run_1/final_placement.png
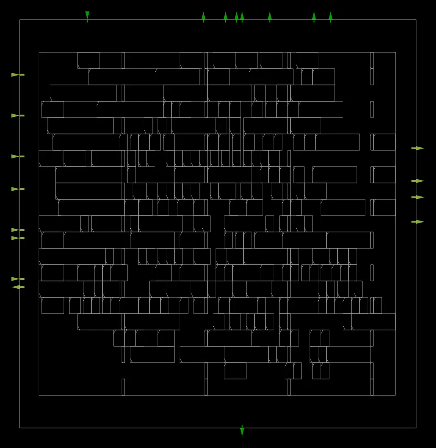
run_1/zoom.png
Region (40, 41) to (60, 61) microns. Cells in grey, sequential cells in the stronger grey; small squares are vias.
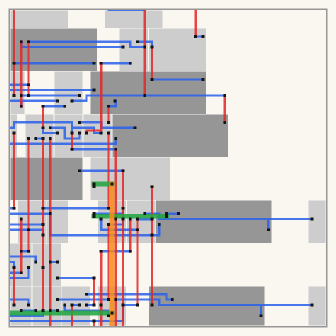
run_1/drive_strength.png
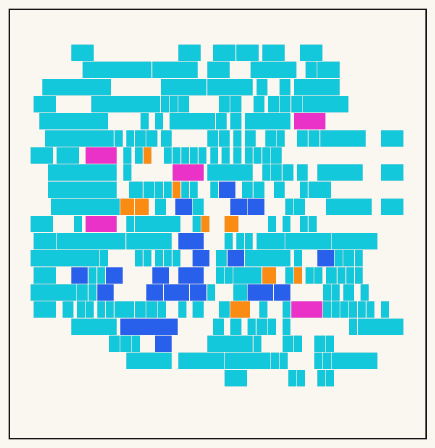
===== src/rtl/enc_dec_pkg.sv =====
// Shared definitions for the priority-encoder link: word layout, line decode and FSM states.
package enc_dec_pkg;

  localparam int CODE_W = 3;
  localparam int LINES  = 8;
  localparam logic [LINES-1:0] Y_IDLE = 8'hFF;

  typedef enum logic {IDLE, DRIVE} state_t;

  typedef struct packed {
    logic [CODE_W-1:0] a;
    logic              gs;
    logic              eo;
  } enc_word_t;

  // Encoder index is active-low: a=3'b000 selects line 7.
  function automatic logic [LINES-1:0] decode_line(input logic [CODE_W-1:0] a);
    logic [CODE_W-1:0] idx;
    idx = ~a;
    return ~(LINES'(1) << idx);
  endfunction

endpackage


===== src/rtl/decoder3to8_hold_if.sv =====
// Valid/ready link carrying encoder words {a, gs, eo} into the decoder.
interface decoder3to8_hold_if;
  import enc_dec_pkg::*;

  logic              in_valid;
  logic              in_ready;
  logic [CODE_W-1:0] a;
  logic              gs;
  logic              eo;

  modport master (output in_valid, a, gs, eo, input in_ready);
  modport slave  (input in_valid, a, gs, eo, output in_ready);

endinterface


===== src/rtl/decoder3to8_hold_sync_fifo.sv =====
// Show-ahead synchronous FIFO; pointers wrap naturally, a separate count gives full/empty.
module sync_fifo #(
  parameter int WIDTH = 5,
  parameter int DEPTH = 2
) (
  input  logic             clk,
  input  logic             rst,
  input  logic             push,
  input  logic [WIDTH-1:0] wdata,
  input  logic             pop,
  output logic [WIDTH-1:0] rdata,
  output logic             full,
  output logic             empty
);

  localparam int AW = $clog2(DEPTH);
  localparam int CW = AW + 1;

  logic [WIDTH-1:0] mem [DEPTH];
  logic [AW-1:0]    wr_ptr;
  logic [AW-1:0]    rd_ptr;
  logic [CW-1:0]    count;
  logic             do_push;
  logic             do_pop;

  assign full    = (count == CW'(DEPTH));
  assign empty   = (count == '0);
  assign do_push = push && !full;
  assign do_pop  = pop && !empty;
  assign rdata   = mem[rd_ptr];

  always_ff @(posedge clk) begin
    if (do_push) begin
      mem[wr_ptr] <= wdata;
    end
  end

  always_ff @(posedge clk) begin
    if (rst) begin
      wr_ptr <= '0;
      rd_ptr <= '0;
      count  <= '0;
    end else begin
      if (do_push) wr_ptr <= wr_ptr + 1'b1;
      if (do_pop)  rd_ptr <= rd_ptr + 1'b1;
      case ({do_push, do_pop})
        2'b10:   count <= count + 1'b1;
        2'b01:   count <= count - 1'b1;
        default: count <= count;
      endcase
    end
  end

endmodule


===== src/rtl/decoder3to8_hold.sv =====
// Receives encoder words, buffers them and drives each request as an active-low line
// held for HOLD_CYCLES cycles.
//   state | meaning
//   IDLE  | y_n released (8'hFF); pops the next buffered word
//   DRIVE | one line held low while cnt counts down; at cnt==0 chains the next word
module decoder3to8_hold
  import enc_dec_pkg::*;
#(
  parameter int HOLD_CYCLES = 4,
  parameter int FIFO_DEPTH  = 2
) (
  input  logic                    clk,
  input  logic                    rst,
  decoder3to8_hold_if.slave       link,
  output logic [LINES-1:0]        y_n,
  output logic                    busy,
  output logic                    none_p,
  output logic                    dis_p,
  output logic                    err_p
);

  localparam int WW = $bits(enc_word_t);

  state_t           state_q, state_d;
  logic [7:0]       cnt_q, cnt_d;
  logic [LINES-1:0] y_d;
  logic             none_d, dis_d, err_d;
  logic             pop;
  logic             full, empty;
  logic [WW-1:0]    rdata;
  enc_word_t        head;

  assign link.in_ready = !full;
  assign head          = enc_word_t'(rdata);

  sync_fifo #(
    .WIDTH (WW),
    .DEPTH (FIFO_DEPTH)
  ) u_fifo (
    .clk   (clk),
    .rst   (rst),
    .push  (link.in_valid && !full),
    .wdata ({link.a, link.gs, link.eo}),
    .pop   (pop),
    .rdata (rdata),
    .full  (full),
    .empty (empty)
  );

  always_ff @(posedge clk) begin
    if (rst) begin
      state_q <= IDLE;
      cnt_q   <= '0;
      y_n     <= Y_IDLE;
      none_p  <= 1'b0;
      dis_p   <= 1'b0;
      err_p   <= 1'b0;
    end else begin
      state_q <= state_d;
      cnt_q   <= cnt_d;
      y_n     <= y_d;
      none_p  <= none_d;
      dis_p   <= dis_d;
      err_p   <= err_d;
    end
  end

  always_comb begin
    state_d = state_q;
    cnt_d   = cnt_q;
    y_d     = y_n;
    none_d  = 1'b0;
    dis_d   = 1'b0;
    err_d   = 1'b0;
    pop     = 1'b0;

    // A pop is taken from IDLE, or from DRIVE once the current hold has expired.
    if (!empty && (state_q == IDLE || cnt_q == 8'd0)) begin
      pop = 1'b1;
      if (!head.gs) begin
        y_d     = decode_line(head.a);
        cnt_d   = 8'(HOLD_CYCLES - 1);
        state_d = DRIVE;
        err_d   = !head.eo;
      end else begin
        y_d     = Y_IDLE;
        state_d = IDLE;
        none_d  = !head.eo;
        dis_d   = head.eo;
      end
    end else if (state_q == DRIVE) begin
      if (cnt_q != 8'd0) begin
        cnt_d = cnt_q - 8'd1;
      end else begin
        y_d     = Y_IDLE;
        state_d = IDLE;
      end
    end
  end

  assign busy = (state_q == DRIVE);

endmodule


===== src/flat_wrapper.sv =====
// flat-port wrapper written by rule: the top's interface ports become plain ports
module decoder3to8_hold_flat import enc_dec_pkg::*;
#(
  parameter int HOLD_CYCLES = 4,
  parameter int FIFO_DEPTH  = 2
)
  (clk, rst, y_n, busy, none_p, dis_p, err_p, link_in_valid, link_a, link_gs, link_eo, link_in_ready);
  decoder3to8_hold_if link_i ();
  input  logic clk;
  input  logic rst;
  output logic [LINES-1:0] y_n;
  output logic busy;
  output logic none_p;
  output logic dis_p;
  output logic err_p;
  input wire logic [$bits(link_i.in_valid)-1:0] link_in_valid;
  input wire logic [$bits(link_i.a)-1:0] link_a;
  input wire logic [$bits(link_i.gs)-1:0] link_gs;
  input wire logic [$bits(link_i.eo)-1:0] link_eo;
  output wire logic [$bits(link_i.in_ready)-1:0] link_in_ready;
  assign link_i.in_valid = link_in_valid;
  assign link_i.a = link_a;
  assign link_i.gs = link_gs;
  assign link_i.eo = link_eo;
  assign link_in_ready = link_i.in_ready;
  decoder3to8_hold #(.HOLD_CYCLES(HOLD_CYCLES), .FIFO_DEPTH(FIFO_DEPTH)) u_core (.clk(clk), .rst(rst), .link(link_i), .y_n(y_n), .busy(busy), .none_p(none_p), .dis_p(dis_p), .err_p(err_p));
endmodule

===== config.mk =====
export PLATFORM = sky130hd
export DESIGN_NAME = decoder3to8_hold_flat
export DESIGN_NICKNAME = d
export VERILOG_FILES = /design/src/rtl/enc_dec_pkg.sv /design/src/rtl/decoder3to8_hold_if.sv /design/src/rtl/decoder3to8_hold_sync_fifo.sv /design/src/rtl/decoder3to8_hold.sv /design/src/flat_wrapper.sv
export SDC_FILE = /design/constraint.sdc
export NUM_CORES = 1
export LEC_CHECK = 0
export ABC_AREA = 1
export CAP_MARGIN = 20
export CORE_AREA = 3 3 63 65
export CTS_BUF_LIST = sky130_fd_sc_hd__clkbuf_8
export CTS_CLUSTER_DIAMETER = 60
export DETAILED_ROUTE_END_ITERATION = 6
export DIE_AREA = 0 0 66 68
export PLACE_DENSITY = 0.73
export SLEW_MARGIN = 40
export SYNTH_ARGS = -nofsm -noshare
export SYNTH_HDL_FRONTEND = slang
export SYNTH_SLANG_ARGS = --single-unit

===== constraint.sdc =====
create_clock -name clk -period 1.77 [get_ports clk]
set_input_delay 0.2655 -clock clk [delete_from_list [all_inputs] [get_ports clk]]
set_output_delay 0.2655 -clock clk [all_outputs]
set_load 0.005 [all_outputs]

==> results.cfg, run 1 <==
; physical design summary
[status]
status = completed

[finish]
clock_cell_area_share_pct = 3.99
flops = 35
comb_area_sq_um = 673
seq_area_sq_um = 801
buffer_area_share_pct = 15.6
fin_util_pct = 59.2
clock_buffers = 5
lay_top_count = nand2_1
antenna_cells = 0
largest_register_ffs = 10
final_nets = 248
inverters = 22
sh_comb_area_pct = 33.5
drive_above_1_share_pct = 14.3
dominant_cells = sequential cells
buffers = 35
logic_gates = 138
instances_no_fill = 284
mostFrequentLayoutCells = nand2_1 (47), nor2_1 (27), nand3_1 (25), dfxtp_1 (25), clkdlybuf4s50_1 (20)
top_register = u_core.u_fifo.mem
reg_top3 = u_core.u_fifo.mem x10, u_core.cnt_q x8, u_core.y_n x8

[power]
p_clk_share_pct = 13.8
intPower_w = 0.00225
p_sw_share_pct = 41.7
powerDensity_nw_per_um2 = 1920
seqPwrFrac_pct = 31.6
combPwrFrac_pct = 54.6
p_total_w = 0.00386
p_comb_w = 0.00211
powerSeq_w = 0.00122
vdd_drop_max_mv = 0.881
p_sw_w = 0.00161

[clock_network]
cts_tree = yes
cts_root_buf = clkbuf_8
cts_setup_buffers = 2
hold_buffers = 0
cts.htree.levels = 2
clk_pin_slew_ns = 0.07
clock.latency.late_pin_ns = 0.28

[global_routing]
use_met2_pct = 21.9
gr-usage-met3_pct = 4.27
gr-total-overflow = 0
grt_max_degree = 12
grt_pass1_wl_mm = 4.74
grt.total_usage_pct = 13.9
grt.busiest_layer = met2
grt_pass1_vias = 1143
met1_usage_pct = 17.2

[setup_path]
worstSetupPathType = flop to flop
start_kind = flop
timing.rr.end = u_core.u_fifo.count[1]
path_cells = inv_1 > ha_1 > nand2_2 > nor2_4 > nor2_4 > nor2_4 > ha_4 > a21oi_1 > o21ai_1 > inv_1 > o21ai_0 > a21oi_1
rrSetupSlack_ns = 0.14
worst_path_most_repeated_cell = nor2_4
cp.required_ns = 1.95
worst_path_largest_cell_delay_ns = 0.33
cp.arrival_ns = 1.81
endpoint = u_core.u_fifo.count[1]
reg2reg_from = u_core.cnt_q[0]
cp-startpoint = u_core.cnt_q[0]
crit_slowest_cell = dfxtp_1
r2r_cells = 12

[logic_synthesis]
fa_ha_area_share_pct = 2.45
synthArstFlopShare_pct = 0
area_leaders = dfxtp_1 (33%), edfxtp_1 (20%), nand2_1 (12%)
synth_area_leader_cell = dfxtp_1
ys_seq_elements = 35
common_cells = nand2_1 (48), nor2_1 (30), dfxtp_1 (25), nand3_1 (25), inv_1 (19)
synth-simple-area-share_pct = 30.6
ys_area_sq_um = 1530
synthDistinctLibCells = 20
synthesis.area_sq_um = 1530
flop_cell = dfxtp_1
yosys_warnings = 0
postSynthSeqShare_pct = 52.2
postSynthAreaPerCell_sq_um = 7.79
ys_sh_mux_pct = 0
yosys_cells = 197
syn_nets = 208

[sta]
max-slew-margin-rel_pct = 82.3
final_max_slew_viol_count = 0
fin_crit_ns = 1.63
skew_ns = 0.00400
hold_ws_ns = 0.492
fin_crit_sh_pct = 92.3
tightest_slew_ns = 0.262
setup_viol = 0
rsz0062_at_grt = false

[worst_hold_path]
worstHoldStart = u_core.cnt_q[1]
min-delay-path-class = flop to flop

[detailed_routing]
viasPerCell = 4.59
drt-met1-wl_mm = 1.36
wl_met3_microns = 145
antenna_left = 0
drtIter0Drc = 51
wirelength_mm = 2.81
wire_per_inst_microns = 9.89
via_count = 1304
wl_met2_mm = 1.26
top_layer = met4
firstDrtPassIters = 4
drc = 0

[die]
fp-utilization_pct = 45.3
die_x_microns = 66
dieArea_sq_um = 4490
fp.dieH_microns = 68
ios = 21

[placed_design]
io_buffer_count = 20
place_congestion = 0.779
placed_area_sq_um = 1870
dp_slack_ns = 0.0114

[flow_run]
log.warning_count = 27
Notes on final_placement.png above:
Seq/total area: 39.9%
Fill cells: 300
row cnt: 21

Notes on zoom.png above:
| colour | layer |
|---|---|
| red | met2 |
| green | met3 |
| orange | met4 |
| blue | met1 |
sequential cells in the window: 6
most frequent: nand3_1 (9), dfxtp_1 (6), o21ai_0 (3)
netlist names of flops here include: u_core.y_n (6)
cells with their middle in the window: 24

Notes on drive_strength.png above:
| colour | size | cells |
|---|---|---|
| blue | drive 3 to 4 | 20 |
| magenta | drive 6 and up | 5 |
| orange | drive 2 | 9 |
| cyan | drive 1 or less | 204 |
Final WS setup: 0.136 ns
final design area excluding fillers: 2010 sq um
area grow syn2layout: 30.8%

==> run 1 -> run 2 <==
Settings changed: CTS_CLUSTER_SIZE from default to 8.
==> results.cfg, run 2 <==
; physical design summary
[status]
status = completed

[finish]
largest_register_ffs = 10
inverters = 22
fin_util_pct = 59.2
mostFrequentLayoutCells = nand2_1 (47), nor2_1 (27), nand3_1 (25), dfxtp_1 (25), clkdlybuf4s50_1 (20)
top_register = u_core.u_fifo.mem
clock_buffers = 5
sh_comb_area_pct = 33.5
fill_cells = 300
logic_gates = 138
lay_top_count = nand2_1
fin_area_sq_um = 2010
area_delta_synth_final_pct = 30.8
antenna_cells = 0
drive_above_1_share_pct = 14.3
seq_share_pct = 39.9
buffer_area_share_pct = 15.6
reg_top3 = u_core.u_fifo.mem x10, u_core.cnt_q x8, u_core.y_n x8
seq_area_sq_um = 801
dominant_cells = sequential cells
final_nets = 248
comb_area_sq_um = 673
clock_cell_area_share_pct = 3.99
instances_no_fill = 284

[global_routing]
grt_max_degree = 12
use_met2_pct = 21.9
gr-usage-met3_pct = 4.27
gr-total-overflow = 0
met1_usage_pct = 17.2
grt_pass1_vias = 1143
grt.total_usage_pct = 13.9
grt.busiest_layer = met2
grt_pass1_wl_mm = 4.74

[clock_network]
cts.sinks = 35
cts_setup_buffers = 2
cts_tree = yes
clk_pin_slew_ns = 0.07
clockBufferDepth = 2
clock.latency.late_pin_ns = 0.28
hold_buffers = 0
cts.htree.levels = 2
cts_root_buf = clkbuf_8

[setup_path]
worst_path_most_repeated_cell = nor2_4
crit_cells = 12
endpoint = u_core.u_fifo.count[1]
reg2reg_from = u_core.cnt_q[0]
crit_slowest_cell = dfxtp_1
timing.rr.end = u_core.u_fifo.count[1]
cp.required_ns = 1.95
critPathCaptureType = flop
cp-startpoint = u_core.cnt_q[0]
start_kind = flop
path_delay_family = adder cells
rrSetupSlack_ns = 0.14
r2r_cells = 12
path_cells = inv_1 > ha_1 > nand2_2 > nor2_4 > nor2_4 > nor2_4 > ha_4 > a21oi_1 > o21ai_1 > inv_1 > o21ai_0 > a21oi_1
worstSetupPathType = flop to flop
crit_buf_inv = 2
cp.arrival_ns = 1.81
worst_path_largest_cell_delay_ns = 0.33

[logic_synthesis]
postSynthSeqShare_pct = 52.2
ys_area_sq_um = 1530
ys_sh_mux_pct = 0
yosys_cells = 197
synthesis.area_sq_um = 1530
synthDistinctLibCells = 20
synth-xor-area-share_pct = 0.571
fa_ha_area_share_pct = 2.45
synth_area_leader_cell = dfxtp_1
area_leaders = dfxtp_1 (33%), edfxtp_1 (20%), nand2_1 (12%)
syn_nets = 208
postSynthAreaPerCell_sq_um = 7.79
synth_top_cell_by_count = nand2_1
flop_cell = dfxtp_1
yosys_warnings = 0
common_cells = nand2_1 (48), nor2_1 (30), dfxtp_1 (25), nand3_1 (25), inv_1 (19)
synthArstFlopShare_pct = 0
ys_seq_elements = 35
synth-simple-area-share_pct = 30.6

[sta]
hold_ws_ns = 0.492
max-slew-margin-rel_pct = 82.3
setup_tns_ns = 0
hold_violations = 0
skew_ns = 0.00400
fmax_mhz = 612
fin_crit_sh_pct = 92.3
final_max_slew_viol_count = 0
setup_viol = 0
tightest_slew_ns = 0.262
setup_slack_ns = 0.136
rsz0062_at_grt = false
fin_crit_ns = 1.63

[die]
fp-utilization_pct = 45.3
dieArea_sq_um = 4490
fp.dieH_microns = 68
die_x_microns = 66
std_cell_rows = 21
ios = 21

[power]
p_clk_share_pct = 13.8
powerSeq_w = 0.00122
powerDensity_nw_per_um2 = 1920
p_sw_share_pct = 41.7
combPwrFrac_pct = 54.6
vdd_drop_max_mv = 0.881
seqPwrFrac_pct = 31.6
p_sw_w = 0.00161
p_total_w = 0.00386
intPower_w = 0.00225
p_comb_w = 0.00211

[detailed_routing]
drc = 0
viasPerCell = 4.59
drtIter0Drc = 51
top_layer = met4
antenna_left = 0
wl_met2_mm = 1.26
wl_met3_microns = 145
firstDrtPassIters = 4
wirelength_mm = 2.81
wire_per_inst_microns = 9.89
drt-met1-wl_mm = 1.36
via_count = 1304

[placed_design]
io_buffer_count = 20
placed_area_sq_um = 1870
dp_slack_ns = 0.0114
place_congestion = 0.779

[worst_hold_path]
min-delay-path-class = flop to flop
hold_end = u_core.cnt_q[1]
worstHoldStart = u_core.cnt_q[1]

[flow_run]
log.warning_count = 27
run_2/drive_strength.png
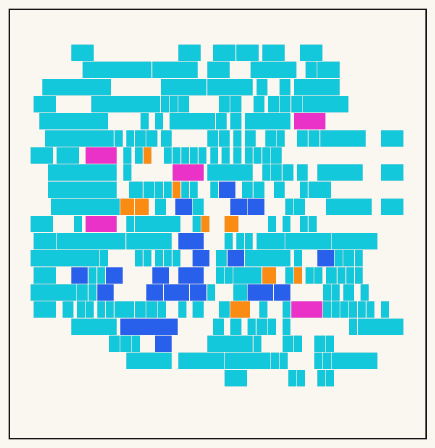
| colour | size | cells |
|---|---|---|
| cyan | drive 1 or less | 204 |
| blue | drive 3 to 4 | 20 |
| magenta | drive 6 and up | 5 |
| orange | drive 2 | 9 |
Buffers excl. clock: 35

run_2/final_placement.png
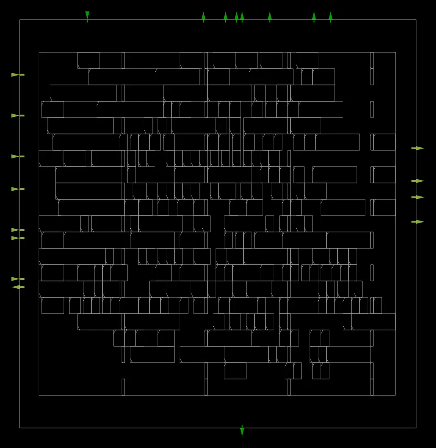
flop count: 35
# Taps: 46
Core Area: 3390 sq um

